--- config.mk ---
export PLATFORM = sky130hd
export DESIGN_NAME = serial_sub_flat
export DESIGN_NICKNAME = d
export VERILOG_FILES = /design/src/rtl/serial_sub_pkg.sv /design/src/rtl/serial_sub_if.sv /design/src/rtl/full_sub_cell.sv /design/src/rtl/serial_sub.sv /design/src/flat_wrapper.sv
export SDC_FILE = /design/constraint.sdc
export NUM_CORES = 1
export LEC_CHECK = 0
export CAP_MARGIN = 20
export CORE_ASPECT_RATIO = 1.4
export CORE_MARGIN = 10
export CORE_UTILIZATION = 45
export DETAILED_ROUTE_END_ITERATION = 7
export DONT_BUFFER_PORTS = 1
export GPL_ROUTABILITY_DRIVEN = 0
export GPL_TIMING_DRIVEN = 1
export SLEW_MARGIN = 20
export SYNTH_ARGS = -nofsm -noshare
export SYNTH_HDL_FRONTEND = slang
export SYNTH_SLANG_ARGS = --single-unit
export TNS_END_PERCENT = 100
--- constraint.sdc ---
create_clock -name clk -period 3 [get_ports clk]
set_input_delay 0.6 -clock clk [delete_from_list [all_inputs] [get_ports clk]]
set_output_delay 0.6 -clock clk [all_outputs]
set_load 0.02 [all_outputs]
--- src/rtl/serial_sub_pkg.sv ---
// serial_sub_pkg: shared FSM state type and step-count helper for serial_sub
package serial_sub_pkg;

    typedef enum logic [1:0] {IDLE, RUN, DONE} serial_sub_state_t;

    function automatic int steps(input int width, input int digit);
        return width / digit;
    endfunction

endpackage

--- src/rtl/serial_sub_if.sv ---
// serial_sub_if: operand/result handshake bundle for serial_sub (ovf present with SERIAL_SUB_OVF_EN)
interface serial_sub_if #(parameter int WIDTH = 8);

    logic             in_valid;
    logic             in_ready;
    logic [WIDTH-1:0] a;
    logic [WIDTH-1:0] b;
    logic             bin;
    logic             out_valid;
    logic             out_ready;
    logic [WIDTH-1:0] d;
    logic             bout;
`ifdef SERIAL_SUB_OVF_EN
    logic             ovf;

    modport master (output in_valid, a, b, bin, out_ready,
                    input in_ready, out_valid, d, bout, ovf);
    modport slave (input in_valid, a, b, bin, out_ready,
                   output in_ready, out_valid, d, bout, ovf);
`else
    modport master (output in_valid, a, b, bin, out_ready,
                    input in_ready, out_valid, d, bout);
    modport slave (input in_valid, a, b, bin, out_ready,
                   output in_ready, out_valid, d, bout);
`endif

endinterface

--- src/rtl/full_sub_cell.sv ---
// full_sub_cell: one-bit full subtractor, x - y - bi
module full_sub_cell (
    input  logic x,
    input  logic y,
    input  logic bi,
    output logic d,
    output logic bo
);

    assign d  = x ^ y ^ bi;
    assign bo = (~x & y) | (~(x ^ y) & bi);

endmodule

--- src/rtl/serial_sub.sv ---
// serial_sub: digit-serial a - b - bin over WIDTH/DIGIT cycles; SERIAL_SUB_OVF_EN adds signed overflow
module serial_sub
    import serial_sub_pkg::*;
#(
    parameter int WIDTH = 8,
    parameter int DIGIT = 1
) (
    input logic      clk,
    input logic      rst,
    serial_sub_if.slave io
);

    localparam int STEPS = steps(WIDTH, DIGIT);
    localparam int CW    = $clog2(STEPS + 1);

    if (WIDTH < 1 || DIGIT < 1 || WIDTH % DIGIT != 0) begin : g_bad_cfg
        $error("serial_sub: WIDTH must be a positive multiple of DIGIT");
    end

    serial_sub_state_t state_q, state_d;
    logic [CW-1:0]     cnt_q, cnt_d;
    logic [WIDTH-1:0]  a_q, a_d, b_q, b_d, d_q, d_d;
    logic              br_q, br_d, bout_q, bout_d, ov_q, ov_d;
    logic [DIGIT:0]    chain;
    logic [DIGIT-1:0]  diff;
    logic [WIDTH+DIGIT-1:0] shift_in;
    logic              last;
`ifdef SERIAL_SUB_OVF_EN
    logic              am_q, am_d, bm_q, bm_d, ovf_q, ovf_d;
`endif

    assign chain[0] = br_q;

    for (genvar g = 0; g < DIGIT; g++) begin : g_cell
        full_sub_cell u_cell (
            .x (a_q[g]),
            .y (b_q[g]),
            .bi(chain[g]),
            .d (diff[g]),
            .bo(chain[g+1])
        );
    end

    // New digit enters at the MSB end; works for DIGIT == WIDTH too
    assign shift_in = {diff, d_q};
    assign last     = cnt_q == CW'(STEPS - 1);

    // Next-state and datapath update for accept, shift and hand-off
    always_comb begin
        state_d = state_q;
        cnt_d   = cnt_q;
        a_d     = a_q;
        b_d     = b_q;
        d_d     = d_q;
        br_d    = br_q;
        bout_d  = bout_q;
        ov_d    = ov_q;
`ifdef SERIAL_SUB_OVF_EN
        am_d    = am_q;
        bm_d    = bm_q;
        ovf_d   = ovf_q;
`endif
        case (state_q)
            IDLE: if (io.in_valid && io.in_ready) begin
                a_d     = io.a;
                b_d     = io.b;
                br_d    = io.bin;
                state_d = RUN;
`ifdef SERIAL_SUB_OVF_EN
                am_d    = io.a[WIDTH-1];
                bm_d    = io.b[WIDTH-1];
`endif
            end
            RUN: begin
                a_d   = a_q >> DIGIT;
                b_d   = b_q >> DIGIT;
                d_d   = shift_in[WIDTH+DIGIT-1:DIGIT];
                br_d  = chain[DIGIT];
                cnt_d = last ? '0 : cnt_q + 1'b1;
                if (last) begin
                    bout_d  = chain[DIGIT];
                    ov_d    = 1'b1;
                    state_d = DONE;
`ifdef SERIAL_SUB_OVF_EN
                    ovf_d   = (am_q ^ bm_q) & (am_q ^ diff[DIGIT-1]);
`endif
                end
            end
            DONE: if (io.out_ready) begin
                ov_d    = 1'b0;
                state_d = IDLE;
            end
            default: state_d = IDLE;
        endcase
    end

    // State registers with synchronous reset
    always_ff @(posedge clk) begin
        if (rst) begin
            state_q <= IDLE;
            cnt_q   <= '0;
            a_q     <= '0;
            b_q     <= '0;
            d_q     <= '0;
            br_q    <= 1'b0;
            bout_q  <= 1'b0;
            ov_q    <= 1'b0;
`ifdef SERIAL_SUB_OVF_EN
            am_q    <= 1'b0;
            bm_q    <= 1'b0;
            ovf_q   <= 1'b0;
`endif
        end else begin
            state_q <= state_d;
            cnt_q   <= cnt_d;
            a_q     <= a_d;
            b_q     <= b_d;
            d_q     <= d_d;
            br_q    <= br_d;
            bout_q  <= bout_d;
            ov_q    <= ov_d;
`ifdef SERIAL_SUB_OVF_EN
            am_q    <= am_d;
            bm_q    <= bm_d;
            ovf_q   <= ovf_d;
`endif
        end
    end

    assign io.in_ready  = (state_q == IDLE) && !rst;
    assign io.out_valid = ov_q;
    assign io.d         = d_q;
    assign io.bout      = bout_q;
`ifdef SERIAL_SUB_OVF_EN
    assign io.ovf       = ovf_q;
`endif

endmodule

--- src/flat_wrapper.sv ---
// flat-port wrapper written by rule: the top's interface ports become plain ports
module serial_sub_flat import serial_sub_pkg::*;
#(
    parameter int WIDTH = 8,
    parameter int DIGIT = 1
)
  (clk, rst, io_in_valid, io_a, io_b, io_bin, io_out_ready, io_in_ready, io_out_valid, io_d, io_bout);
  serial_sub_if #(.WIDTH(WIDTH)) io_i ();
  input logic clk;
  input logic rst;
  input wire logic [$bits(io_i.in_valid)-1:0] io_in_valid;
  input wire logic [$bits(io_i.a)-1:0] io_a;
  input wire logic [$bits(io_i.b)-1:0] io_b;
  input wire logic [$bits(io_i.bin)-1:0] io_bin;
  input wire logic [$bits(io_i.out_ready)-1:0] io_out_ready;
  output wire logic [$bits(io_i.in_ready)-1:0] io_in_ready;
  output wire logic [$bits(io_i.out_valid)-1:0] io_out_valid;
  output wire logic [$bits(io_i.d)-1:0] io_d;
  output wire logic [$bits(io_i.bout)-1:0] io_bout;
  assign io_i.in_valid = io_in_valid;
  assign io_i.a = io_a;
  assign io_i.b = io_b;
  assign io_i.bin = io_bin;
  assign io_i.out_ready = io_out_ready;
  assign io_in_ready = io_i.in_ready;
  assign io_out_valid = io_i.out_valid;
  assign io_d = io_i.d;
  assign io_bout = io_i.bout;
  serial_sub #(.WIDTH(WIDTH), .DIGIT(DIGIT)) u_core (.clk(clk), .rst(rst), .io(io_i));
endmodule
==> reports/qor.rpt <==
====================================================================================
CTS clk-pin slew, worst paths .........................................      0.07 ns
DR WL met3 ............................................................       303 um
Final design utilization ..............................................       0.4903
Data required time at the worst endpoint ..............................      2.40 ns
Internal cell power ...................................................  0.0007057 W
Count of mapped cells out of synthesis ................................          165
Gr usage total ........................................................       0.1238
Met2 routed WL ........................................................     1.603 mm
CTS Sinks .............................................................           33
GRT Residual Overflow .................................................            0
Count of H-tree levels built during CTS ...............................            2
Most used standard cells in the synthesized netlist ................... 33 x dfxtp_1, 26 x nor2_1, 20 x nand2_1, 14 x a211oi_1, 14 x a21oi_1
CP Data Arrival Time ..................................................      1.51 ns
Sequential cell area share ............................................       0.4356
PD cells .............................................................. 613.2 nW/um^2
Post-synthesis area per instance ......................................   8.751 um^2
Kind of capture point of the worst setup path ......................... primary output
Final hold slack ......................................................    0.3811 ns
Startpoint types ......................................................     register
Biggest fanout along the worst timing path ............................           21
P_sw ..................................................................  0.0002243 W
Post-route total power ................................................  0.0009299 W
Slowest library cell on the worst path ................................       nor3_1
Yosys Warn Count ......................................................            0
Floorplan Core Area ...................................................    3093 um^2
Leading area contributor after synthesis ..............................      dfxtp_1
Portion of total power attributed to the clock network ................        0.391
Max_slew headroom .....................................................       0.4720
Area Growth Syn to Fin ................................................       5.026%
Share of final layout cell area taken by clock buffers and inverters ..      0.06683
Fraction of power consumed by combinational cells .....................        0.086
Non-clock buffer share ................................................            0
Highest clock rate ....................................................    473.4 MHz
Worst reg2reg path depth ..............................................            3
Total wire length .....................................................     3.349 mm
Global-route wire length before repair ................................     5.602 mm
Initial standard-cell utilization of the core .........................       0.4668
Warning total across the stage logs ...................................           26
Portion of the post-synthesis area used by sequential elements ........       0.4575
WL met1 ...............................................................     1.388 mm
Estimated wirelength of the detail-placed design ......................     2.344 mm
Max-slew violation count ..............................................            0
Antenna diode count ...................................................            0
Power in the clock group ..............................................   0.000364 W
Number of logic inverters in the finished layout ......................            5
Final Non-Filler Cells ................................................          199
Crit path buf inv count ...............................................            0
Hold Path Sink ........................................................ u_core.io.d[3]
Multi-input gate count ................................................          114
Transition time of the tightest slew-check pin ........................    0.7909 ns
Detailed-router iteration count before antenna repair .................            4
Cell depth of the worst min-delay path ................................            1
IO Count ..............................................................           32
Class of the tightest hold or removal check ........................... input pin to register
Count of antenna-violating nets left after detailed routing ...........            0
Area taken by multi-input logic gates .................................   686.9 um^2
Synth cell types ......................................................           33
Number of fill cells in the layout ....................................          299
Final hold vios .......................................................            0
Total placed cells including tap cells ................................          191
Pleak .................................................................    0.5334 nW
Share of cell area taken by multi-input logic gates ...................       0.4530
X dimension of the die ................................................     67.88 um
Num tapcells ..........................................................           39
Initial antenna violation count .......................................            0
Number of flops mapped to enable cells by yosys .......................            0
Clock tree root buffer cell ...........................................     clkbuf_8
Top flip-flop cell by instance count after synthesis ..................      dfxtp_1
Yosys top cell area share .............................................       0.4575
Share of post-route cells with drive strength above 1 .................      0.07500
Setup slack, reg-to-reg ...............................................      0.98 ns
Kind of critical path ................................................. register to primary output
Uppermost metal layer occupied by signal nets .........................         met4
Total non-filler cell area in the finished layout .....................    1516 um^2
Power dissipated in combinational cells ...............................  0.0000796 W
Sequential fraction of design power ...................................        0.523
Launch point of the worst path ........................................ u_core.state_q[0]
FF+latch area .........................................................   660.6 um^2
Power attributed to sequential cells ..................................   0.000486 W
Flop and latch count out of synthesis .................................           33
Synthesis area per yosys ..............................................    1444 um^2
Height of the die .....................................................     87.02 um
Worst Setup Slack post-DPL ............................................     1.017 ns
Clock Buffer Count ....................................................            7
Number of buffers inserted for hold repair after clock tree synthesis .            0
Clock tree from TritonCTS .............................................         done
Endpoints failing setup ...............................................            0
Biggest consumer ...................................................... sequential cells
CTS max path bufs .....................................................            2
Number of core rows ...................................................           24
Count of maximum capacitance violations ...............................            0
Die area ..............................................................    5906 um^2
Dominant cell by count in the synthesized netlist .....................      dfxtp_1
Post-CTS Setup Inserts ................................................            0
Run status ............................................................ finished, final reports clean
Family with the most delay on the worst path .......................... simple AND/OR/NAND/NOR gates
Highest cell delay on the worst timing path ...........................      0.67 ns
Number of gates resized after CTS .....................................            0
Total negative setup slack ............................................         0 ns
Dominant cells by area after synthesis ................................ dfxtp_1 46%, a211oi_1 7.3%, nor2_1 6.8%
Min Clock Period, post-route ..........................................     2.112 ns
Total nets after synthesis ............................................          188
Port bufs .............................................................            0
Synth Cell Area .......................................................    1444 um^2
Routed vias/inst ......................................................        5.553
Pin count of the biggest net entering global routing ..................           36
Ys async rst share ....................................................            0
Routed wire length per instance .......................................     16.83 um
Worst flop-to-flop path startpoint .................................... u_core.state_q[0]
Dominant kind of cell ................................................. multi-input combinational cells
Source of the worst hold timing path ..................................          rst
DRC violation count after routing .....................................            0
Placed instance area ..................................................    1415 um^2
Critical-path cell list ...............................................       nor3_1
Total cells reported by yosys after synthesis .........................          165
Number of buffers outside the clock class in the layout ...............            0
Setup repair after global routing missed its margin ...................        false
Detailed-route via count ..............................................         1105
Maximum vdd ir drop ...................................................    0.4004 mV
Period utilization ....................................................       0.7041
Sw frac ...............................................................       0.2412
Via count of the first global-routing pass ............................         1168
First DRT Iteration DRCs ..............................................           89
Final Worst Setup Slack ...............................................    0.8878 ns
Final net count .......................................................          182
Critical register-to-register path endpoint ........................... u_core.cnt_q[3]
====================================================================================
[metal layers]
metal	up-vias	GRT usage
met5	-	0
met1	509	0.1290
met4	0	0.04954
met3	6	0.07088
li1	567	-
met2	23	0.1988
[cell usage in the layout (no fill, tap or decap)]
cell       netlist  final
nand3_1          2      2
a211oi_1        14     14
o21ai_0          1      1
ha_1             1      1
o21ba_2          1      1
nand2_1         20     20
dfxtp_1         33     33
and2b_1          1      1
nand3b_1         1      1
a2111oi_2        1      1
o2bb2ai_1       10     10
o31ai_1          1      1
mux2i_1          2      2
nor2_1          26     26
a311oi_1         1      1
inv_2            1      1
or4_1            1      1
inv_1            4      4
nor2b_1          1      1
clkbuf_8         0      7
nor3_1           4      4
xor2_1           1      1
o22ai_1          4      4
a21oi_1         14     14
nor4b_4          1      1
and3b_1          1      1
nand2b_1         2      2
or3_1            1      1
clkinv_2         0      1
a2111oi_0        1      1
fa_1             1      1
[logic make-up (layout without fill, tap and decap cells)]
kind of cell | after synthesis | in the layout | share of synthesized area
simple gates | 61 | 61 | 0.1958
compound gates | 48 | 48 | 0.2374
flops | 33 | 33 | 0.4575
buf+inv | 18 | 13 | 0.06672
fa+ha+maj | 2 | 2 | 0.02253
mux | 2 | 2 | 0.01387
xor+xnor | 1 | 1 | 0.006067
[sequential cells by signal, summed over array words and instances (netlist names)]
register / flops
u_core.io.out_valid: 1
u_core.cnt_q: 4
u_core.io.bout: 1
u_core.state_q: 2
u_core.b_q: 8
u_core.a_q: 8
u_core.io.d: 8
u_core.br_q: 1
[how the worst max path moves through the flow]
stage,slack [ns],endpoint,depth (start not counted)
after floorplan,0.93,io_in_ready,3
after global placement,1.08,u_core.cnt_q[3],3
after detailed placement,1.02,u_core.cnt_q[3],3
after CTS,0.86,io_in_ready,1
after global routing,0.81,io_in_ready,1
final,0.89,io_in_ready,1
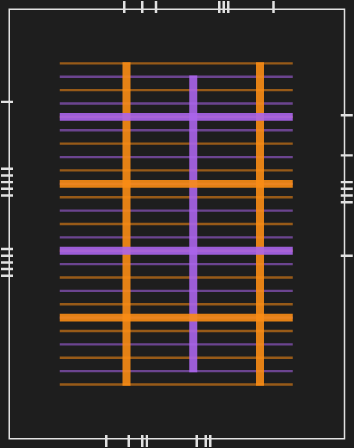
(floorplan with the power grid)
Pins as bars on the die edge.
Key: VSS = orange; VDD = purple
4 straps on met5. 25 met1 rails follow the rows. 32 signal pins sit on the boundary. The core has 24 rows. 3 straps on met4.

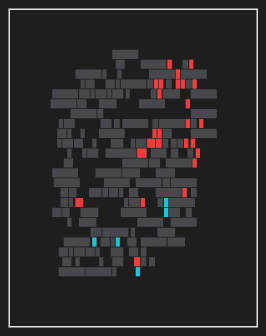
(gate families picked out)
Key: nand cells = red [cells 25, most used nand2_1]; inv cells = cyan [cells 5, most used inv_1, where south]

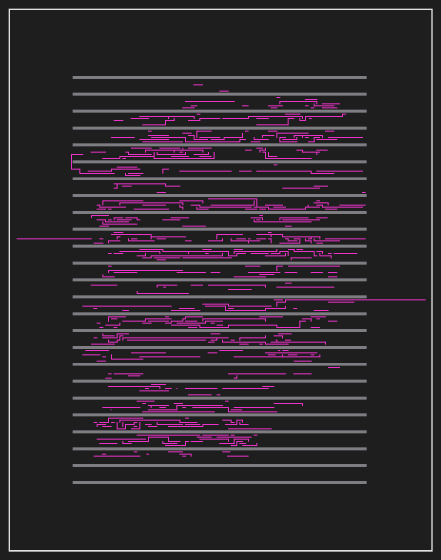
(met1 routing)
Supply wires on this layer in grey.
171 nets have wire on it. The longest straight run is 22.5 um.

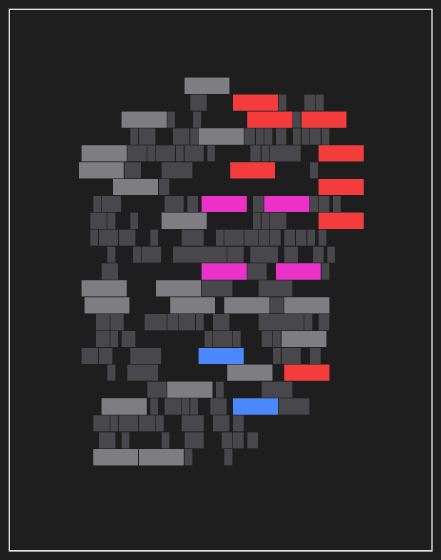
(register map, names as in the netlist)
Key: u_core.state_q = blue [flops 2]; u_core.io.d = red [flops 8]; u_core.cnt_q = magenta [flops 4, where centre]
Another 19 sequential cells are not coloured.

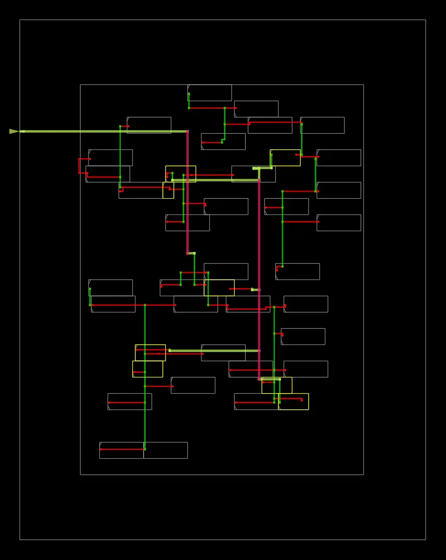
(clock wiring as the flow saved it)
clock skew after layout: 0.005094 ns
Worst-Skew Late Latency: 0.28 ns
Num CTS Buffers: 5
flip-flop and latch count: 33

Power is estimated from default activity; no workload was simulated.
